[config.mk]
export PLATFORM = sky130hd
export DESIGN_NAME = branch_lut_loader
export DESIGN_NICKNAME = d
export VERILOG_FILES = /design/src/rtl/branch_lut_pkg.sv /design/src/rtl/branch_lut_loader.sv
export SDC_FILE = /design/constraint.sdc
export NUM_CORES = 1
export LEC_CHECK = 0
export CAP_MARGIN = 20
export CORE_MARGIN = 3
export CORE_UTILIZATION = 40
export DETAILED_ROUTE_END_ITERATION = 6
export HOLD_SLACK_MARGIN = 0.06
export PLACE_DENSITY = 0.72
export SYNTH_ARGS = -nofsm -noshare
export SYNTH_HDL_FRONTEND = slang
export SYNTH_SLANG_ARGS = --single-unit
[constraint.sdc]
create_clock -name clk -period 1.8 [get_ports clk]
set_input_delay 0.36 -clock clk [delete_from_list [all_inputs] [get_ports clk]]
set_output_delay 0.36 -clock clk [all_outputs]
set_load 0.03 [all_outputs]
[src/rtl/branch_lut_pkg.sv]
// Purpose: shared types and constants for the branch target-table loader.
// Latency: n/a (types only).
// Backpressure: n/a. Optional feature macro: BRANCH_LUT_LOADER_CHECKSUM_EN adds the CHK state.
package branch_lut_pkg;

  // Write-index width; with ADDR_W = 4, up to 16 table entries can be addressed.
  localparam int ADDR_W          = 4;
  localparam int NUM_ENTRIES_DEF = 16;

`ifdef BRANCH_LUT_LOADER_CHECKSUM_EN
  typedef enum logic [2:0] {
    ST_IDLE = 3'd0,
    ST_LO   = 3'd1,
    ST_HI   = 3'd2,
    ST_CHK  = 3'd3,
    ST_DONE = 3'd4
  } state_t;
`else
  typedef enum logic [2:0] {
    ST_IDLE = 3'd0,
    ST_LO   = 3'd1,
    ST_HI   = 3'd2,
    ST_DONE = 3'd4
  } state_t;
`endif

endpackage

[src/rtl/branch_lut_loader.sv]
// Purpose: assembles a byte stream (low byte, then high byte) into D-bit branch targets and
//   writes NUM_ENTRIES of them into the target table at indices 0..NUM_ENTRIES-1.
// Latency: wr_en/wr_addr/wr_data appear 1 cycle after the high byte is accepted.
// Backpressure: in_ready is high only while loading (LO/HI/CHK); bytes are ignored in IDLE/DONE.
// Ports: clk, reset (async, active-high), start (restart pulse), in_valid/in_data/in_ready
//   (byte stream), wr_en/wr_addr/wr_data (table write port), busy, done, count,
//   chk_err (only with BRANCH_LUT_LOADER_CHECKSUM_EN defined).
module branch_lut_loader
  import branch_lut_pkg::*;
#(
  parameter int D           = 10,
  parameter int NUM_ENTRIES = NUM_ENTRIES_DEF
) (
  input  logic              clk,
  input  logic              reset,
  input  logic              start,
  input  logic              in_valid,
  input  logic [7:0]        in_data,
  output logic              in_ready,
  output logic              wr_en,
  output logic [ADDR_W-1:0] wr_addr,
  output logic [D-1:0]      wr_data,
  output logic              busy,
  output logic              done,
`ifdef BRANCH_LUT_LOADER_CHECKSUM_EN
  output logic              chk_err,
`endif
  output logic [4:0]        count
);

  state_t              state_q, state_d;
  logic [7:0]          lo_q, lo_d;
  logic [4:0]          count_q, count_d;
  logic                wr_en_q, wr_en_d;
  logic [ADDR_W-1:0]   wr_addr_q, wr_addr_d;
  logic [D-1:0]        wr_data_q, wr_data_d;
  logic                in_ready_q, in_ready_d;
  logic                busy_q, busy_d;
  logic                done_q, done_d;
  logic                accept;
`ifdef BRANCH_LUT_LOADER_CHECKSUM_EN
  logic [7:0]          sum_q, sum_d;
  logic                chk_err_q, chk_err_d;
`endif

  // in_ready_q is the registered image of "state is LO/HI/CHK".
  assign accept = in_valid && in_ready_q;

  always_comb begin
    state_d   = state_q;
    lo_d      = lo_q;
    count_d   = count_q;
    wr_en_d   = 1'b0;
    wr_addr_d = wr_addr_q;
    wr_data_d = wr_data_q;
`ifdef BRANCH_LUT_LOADER_CHECKSUM_EN
    sum_d     = sum_q;
    chk_err_d = chk_err_q;
`endif
    if (start) begin
      // Restart wins over any byte presented in the same cycle.
      state_d = ST_LO;
      lo_d    = 8'd0;
      count_d = 5'd0;
`ifdef BRANCH_LUT_LOADER_CHECKSUM_EN
      sum_d     = 8'd0;
      chk_err_d = 1'b0;
`endif
    end else if (accept) begin
      case (state_q)
        ST_LO: begin
          lo_d    = in_data;
          state_d = ST_HI;
`ifdef BRANCH_LUT_LOADER_CHECKSUM_EN
          sum_d   = sum_q + in_data;
`endif
        end
        ST_HI: begin
          wr_en_d   = 1'b1;
          wr_addr_d = count_q[ADDR_W-1:0];
          // Only the low D-8 bits of the high byte belong to the target.
          wr_data_d = {in_data[D-9:0], lo_q};
          count_d   = count_q + 5'd1;
`ifdef BRANCH_LUT_LOADER_CHECKSUM_EN
          sum_d     = sum_q + in_data;
`endif
          if (count_q == 5'(NUM_ENTRIES - 1)) begin
`ifdef BRANCH_LUT_LOADER_CHECKSUM_EN
            state_d = ST_CHK;
`else
            state_d = ST_DONE;
`endif
          end else begin
            state_d = ST_LO;
          end
        end
`ifdef BRANCH_LUT_LOADER_CHECKSUM_EN
        ST_CHK: begin
          chk_err_d = (in_data != sum_q);
          state_d   = ST_DONE;
        end
`endif
        default: state_d = state_q;
      endcase
    end
    // Status outputs are registered from the next state so they line up with state_q.
    in_ready_d = (state_d == ST_LO) || (state_d == ST_HI)
`ifdef BRANCH_LUT_LOADER_CHECKSUM_EN
                 || (state_d == ST_CHK)
`endif
                 ;
    busy_d = in_ready_d;
    done_d = (state_d == ST_DONE);
  end

  always_ff @(posedge clk or posedge reset) begin
    if (reset) begin
      state_q    <= ST_IDLE;
      lo_q       <= 8'd0;
      count_q    <= 5'd0;
      wr_en_q    <= 1'b0;
      wr_addr_q  <= '0;
      wr_data_q  <= '0;
      in_ready_q <= 1'b0;
      busy_q     <= 1'b0;
      done_q     <= 1'b0;
`ifdef BRANCH_LUT_LOADER_CHECKSUM_EN
      sum_q      <= 8'd0;
      chk_err_q  <= 1'b0;
`endif
    end else begin
      state_q    <= state_d;
      lo_q       <= lo_d;
      count_q    <= count_d;
      wr_en_q    <= wr_en_d;
      wr_addr_q  <= wr_addr_d;
      wr_data_q  <= wr_data_d;
      in_ready_q <= in_ready_d;
      busy_q     <= busy_d;
      done_q     <= done_d;
`ifdef BRANCH_LUT_LOADER_CHECKSUM_EN
      sum_q      <= sum_d;
      chk_err_q  <= chk_err_d;
`endif
    end
  end

  assign in_ready = in_ready_q;
  assign wr_en    = wr_en_q;
  assign wr_addr  = wr_addr_q;
  assign wr_data  = wr_data_q;
  assign busy     = busy_q;
  assign done     = done_q;
  assign count    = count_q;
`ifdef BRANCH_LUT_LOADER_CHECKSUM_EN
  assign chk_err  = chk_err_q;
`endif

endmodule

==> changes_impl.md, run 1 <==
## Flow update

* Outcome: completed
* Fin nets at 162
* Setup TNS at 0 ns
* Area fraction in mux cells at 0.132
* Inverters at 5
* Top comb family, area: multiplexers
* ANT nets after route at 0
* Area-dominant cell class after layout: sequential cells
* Slew @ Worst Pin at 0.402 ns
* R2R setup slack at 0.23 ns
* Routing usage on met2 at 0.233
* Xor/xnor share at 0.00603
* Tapcell count at 46
* Vias in the first global route at 1021
* Adder Share, Synth at 0.0172
* Dominant register cell: dfrtp_1
* Critical path origin: wr_data[0]$_DFFE_PP0P_
* Clk pwr at 390 uW
* H-tree Lvls at 2
* Hold WS at 0.389 ns
* Ys async rst share at 1.00
* Pwr Total at 1550 uW
* Clock Power Share at 0.251
* Top cell excl fill/tap: dfrtp_1
* Filler instances at 300
* Max transition margin at 0.732
* #FFs+latches synth at 33
* Int Pwr at 1100 uW
* Fin worst setup slack at 0.0618 ns
* Seq power at 840 uW
* Max layer used: met4
* TritonRoute pass-1 iters at 4
* Most numerous cell in the Yosys netlist: dfrtp_1
* MI comb cells at 60
* Largest stage delay, worst path at 0.67 ns
* WL met2 at 1380 um
* Max Slew Vio Count at 0
* Post-synthesis cell type count at 33
* Ao+oa area frac at 0.128
* Tool Warnings at 26
* Final Setup Violations at 0
* Maximum vdd drop at 616 uV
* Worst Path Arrival at 1.38 ns
* Comb area at 553 um2
* Sw power at 451 uW
* R2R Path Start: count[0]$_DFFE_PP0P_
* Placer Congestion at 0.808
* Largest net degree at the start of global routing at 34
* # hold bufs at CTS at 0
* CP top delay family: buffers and inverters
* Placed Cells at 187
* Biggest area cells: dfrtp_1, mux2_4, a22o_1
* Met3 wire len at 152 um
* Number of signal-net buffers in the layout at 43
* Comb. pwr at 323 uW
* Clock transition at path regs at 0.10 ns
* Slowest-stage cell, CP: clkdlybuf4s50_1
* Dominant logic cell types in the final layout: dfrtp_1, clkdlybuf4s50_1, mux2_4
* Comb/total area at 0.287
* Synthesis-to-finish area growth at 32.8%
* Initial antenna violation count at 0
* Comb power frac at 0.208
* Pre-Place Util at 0.425
* Clock sink total at 33
* DPL Wire Length at 2070 um
* PostCTS Resize Cnt at 6
* Max power group: sequential cells
* YS chip area at 1450 um2
* Worst path bufs/invs at 1
* Via count at 1003
* Post-synth top cells: dfrtp_1, mux2_4, a22o_1
* Switching fraction of total power at 0.290
* DR iter-0 viols at 48
* PwrDens at 806 nW/um2
* Leakage power at 0.000972 uW
* Clk ins delay skew pair at 0.34 ns
* Vias/cell at 5.14
* DIE HEIGHT at 66.2 um
* Hold Crit Class: in2async
* R2R cell count at 5
run_1/placement_by_type.png
Scale bar: 20 um.
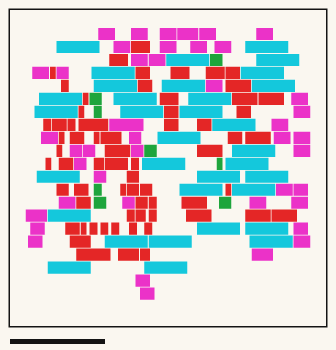
[red] combinational and other logic | cells: 65 | share of their area: 31%
[green] clock drivers and dummy loads | cells: 8 | share of their area: 2.7%
[cyan] flops | cells: 33 | share of their area: 44%
[magenta] other buffers and delay cells | cells: 43 | share of their area: 22%
finished layout cell area: 1930 um2
Rows: 21
flop share of the area: 0.429
Core Region: 3420 um2

run_1/congestion.png
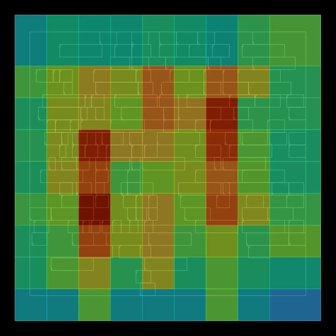
gr busiest metal: met2
GRT met1 Usage: 0.185
post-layout util: 0.564

run_1/io_fan.png
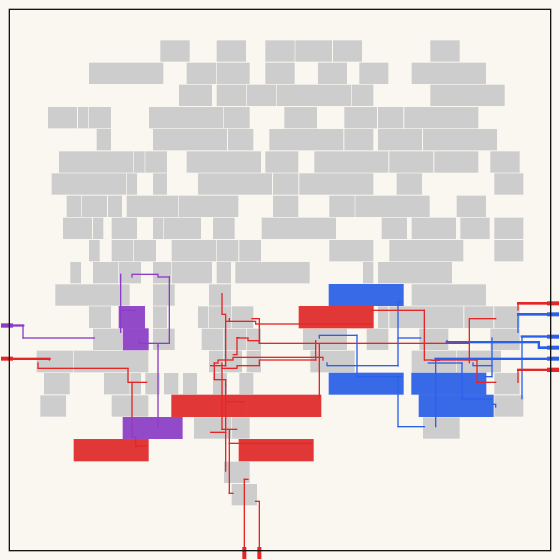
[blue] `wr_addr` | bits: 4 | direction: output | edge: right | end cells: 4 | buffers: 4 | wire: 118 um
[red] `count` | bits: 5 | direction: output | edge: 2 bottom, 2 right, 1 left | end cells: 5 | buffers: 5 | wire: 236 um
[purple] `in_valid` | bits: 1 | direction: input | edge: left | end cells: 3 | buffers: 2 | wire: 48.1 um
I/O pin count: 35
I/O Buffers: 34

run_1/metal_density.png
Scale bar: 20 um. The die is cut into 13 by 13 equal tiles; dark purple is low, yellow is high, scaled to the fullest tile. Values are wire area over tile area, all layers added.
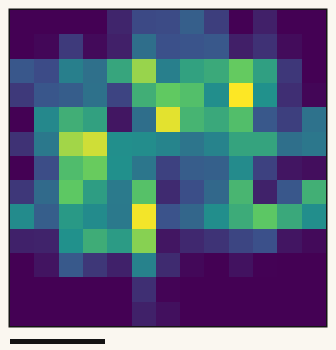
mean over tiles: 0.10
nearly empty tiles: 25%
fullest tile: 0.36
densest ninth of the die: middle left
Total Wirelength: 2830 um
Routed WL per cell: 14.5 um
Overall Global Routing Usage: 0.149

--- run 2 (diff from run 1) ---
--- a/config.mk
+++ b/config.mk
@@ -11,6 +11,7 @@
 export DETAILED_ROUTE_END_ITERATION = 6
 export HOLD_SLACK_MARGIN = 0.06
 export PLACE_DENSITY = 0.72
+export SLEW_MARGIN = 20
 export SYNTH_ARGS = -nofsm -noshare
 export SYNTH_HDL_FRONTEND = slang
 export SYNTH_SLANG_ARGS = --single-unit
run_2/congestion.png
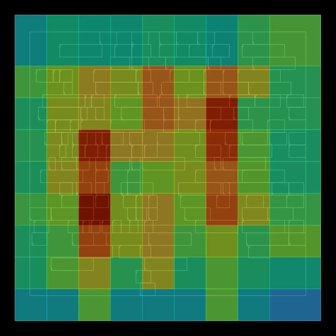
met3 GRT Util: 0.0442
routing usage on met2: 0.233

run_2/metal_density.png
Scale bar: 20 um. The die is cut into 13 by 13 equal tiles; dark purple is low, yellow is high, scaled to the fullest tile. Values are wire area over tile area, all layers added.
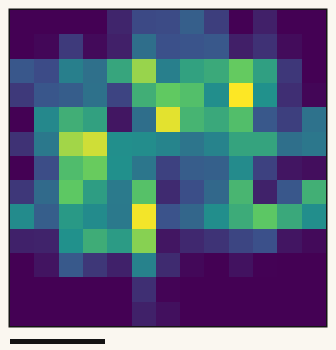
mean over tiles: 0.10
emptiest ninth of the die: lower right
tiles over half the peak: 21%
via count: 1003

run_2/io_fan.png
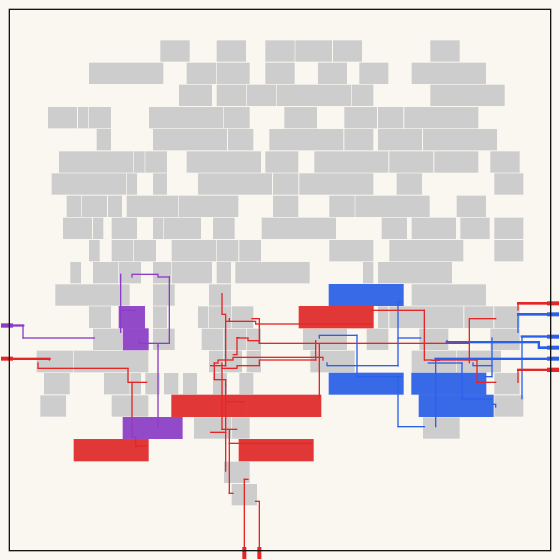
[purple] `in_valid` | bits: 1 | direction: input | edge: left | end cells: 3 | buffers: 2 | wire: 48.1 um
[blue] `wr_addr` | bits: 4 | direction: output | edge: right | end cells: 4 | buffers: 4 | wire: 118 um
[red] `count` | bits: 5 | direction: output | edge: 2 bottom, 2 right, 1 left | end cells: 5 | buffers: 5 | wire: 236 um

==> run 2 against run 1 <==
Effect of this change:
- worst setup slack unchanged
- clock power is essentially flat
- area after synthesis unchanged
- register-to-register slack hardly changed
- highest routed layer unchanged
- flip-flop count unchanged
- largest cell class unchanged
==> changes_impl.md, run 2 <==
## Flow update

* Dominant register cell: dfrtp_1
* Gr busiest metal: met2
* TritonRoute pass-1 iters at 4 (unchanged)
* Dominant logic cell types in the final layout: dfrtp_1, clkdlybuf4s50_1, mux2_4
* Biggest area cells: dfrtp_1, mux2_4, a22o_1
* Max Slew Vio Count at 0 (unchanged)
* Flop share of the area at 0.429 (unchanged)
* Clk pwr at 390 uW (about the same)
* Max power group: sequential cells
* Xor/xnor share at 0.00603 (unchanged)
* Top cell excl fill/tap: dfrtp_1
* Clock transition at path regs at 0.10 ns (about the same)
* Largest net degree at the start of global routing at 34 (unchanged)
* Most numerous cell in the Yosys netlist: dfrtp_1
* ANT nets after route at 0 (unchanged)
* Hold Crit Class: in2async
* Max layer used: met4
* Hold WS at 0.389 ns (unchanged)
* Adder Share, Synth at 0.0172 (unchanged)
* Leakage power at 0.000972 uW (unchanged)
* Overall Global Routing Usage at 0.149 (unchanged)
* CP top delay family: buffers and inverters
* Comb area at 553 um2 (unchanged)
* Placer Congestion at 0.808 (unchanged)
* R2R cell count at 5 (unchanged)
* WL met2 at 1380 um (unchanged)
* Post-layout util at 0.564 (unchanged)
* Filler instances at 300 (unchanged)
* PwrDens at 806 nW/um2 (unchanged)
* Fin nets at 162 (unchanged)
* DR iter-0 viols at 48 (unchanged)
* Switching fraction of total power at 0.290 (unchanged)
* Slew @ Worst Pin at 0.402 ns (unchanged)
* Ao+oa area frac at 0.128 (unchanged)
* Initial antenna violation count at 0 (unchanged)
* Area-dominant cell class after layout: sequential cells
* Placed Cells at 187 (unchanged)
* Number of signal-net buffers in the layout at 43 (unchanged)
* Finished layout cell area at 1930 um2 (unchanged)
* Sw power at 451 uW (unchanged)
* Core Region at 3420 um2 (unchanged)
* DIE HEIGHT at 66.2 um (unchanged)
* Comb. pwr at 323 uW (about the same)
* Top comb family, area: multiplexers
* MI comb cells at 60 (unchanged)
* H-tree Lvls at 2 (unchanged)
* GRT met1 Usage at 0.185 (unchanged)
* Outcome: completed
* Max transition margin at 0.732 (unchanged)
* Worst path bufs/invs at 1 (unchanged)
* Seq power at 840 uW (about the same)
* Final Setup Violations at 0 (unchanged)
* Ys async rst share at 1.00 (unchanged)
* PostCTS Resize Cnt at 6 (unchanged)
* #FFs+latches synth at 33 (unchanged)
* I/O pin count at 35 (unchanged)
* Vias/cell at 5.14 (unchanged)
* Met3 wire len at 152 um (unchanged)
* Setup TNS at 0 ns (unchanged)
* I/O Buffers at 34 (unchanged)
* Fin worst setup slack at 0.0618 ns (unchanged)
* Clock sink total at 33 (unchanged)
* R2R setup slack at 0.23 ns (about the same)
* Total Wirelength at 2830 um (unchanged)
* YS chip area at 1450 um2 (unchanged)
* Comb power frac at 0.208 (about the same)
No activity file was given, so power comes from the tool's default toggle rates.
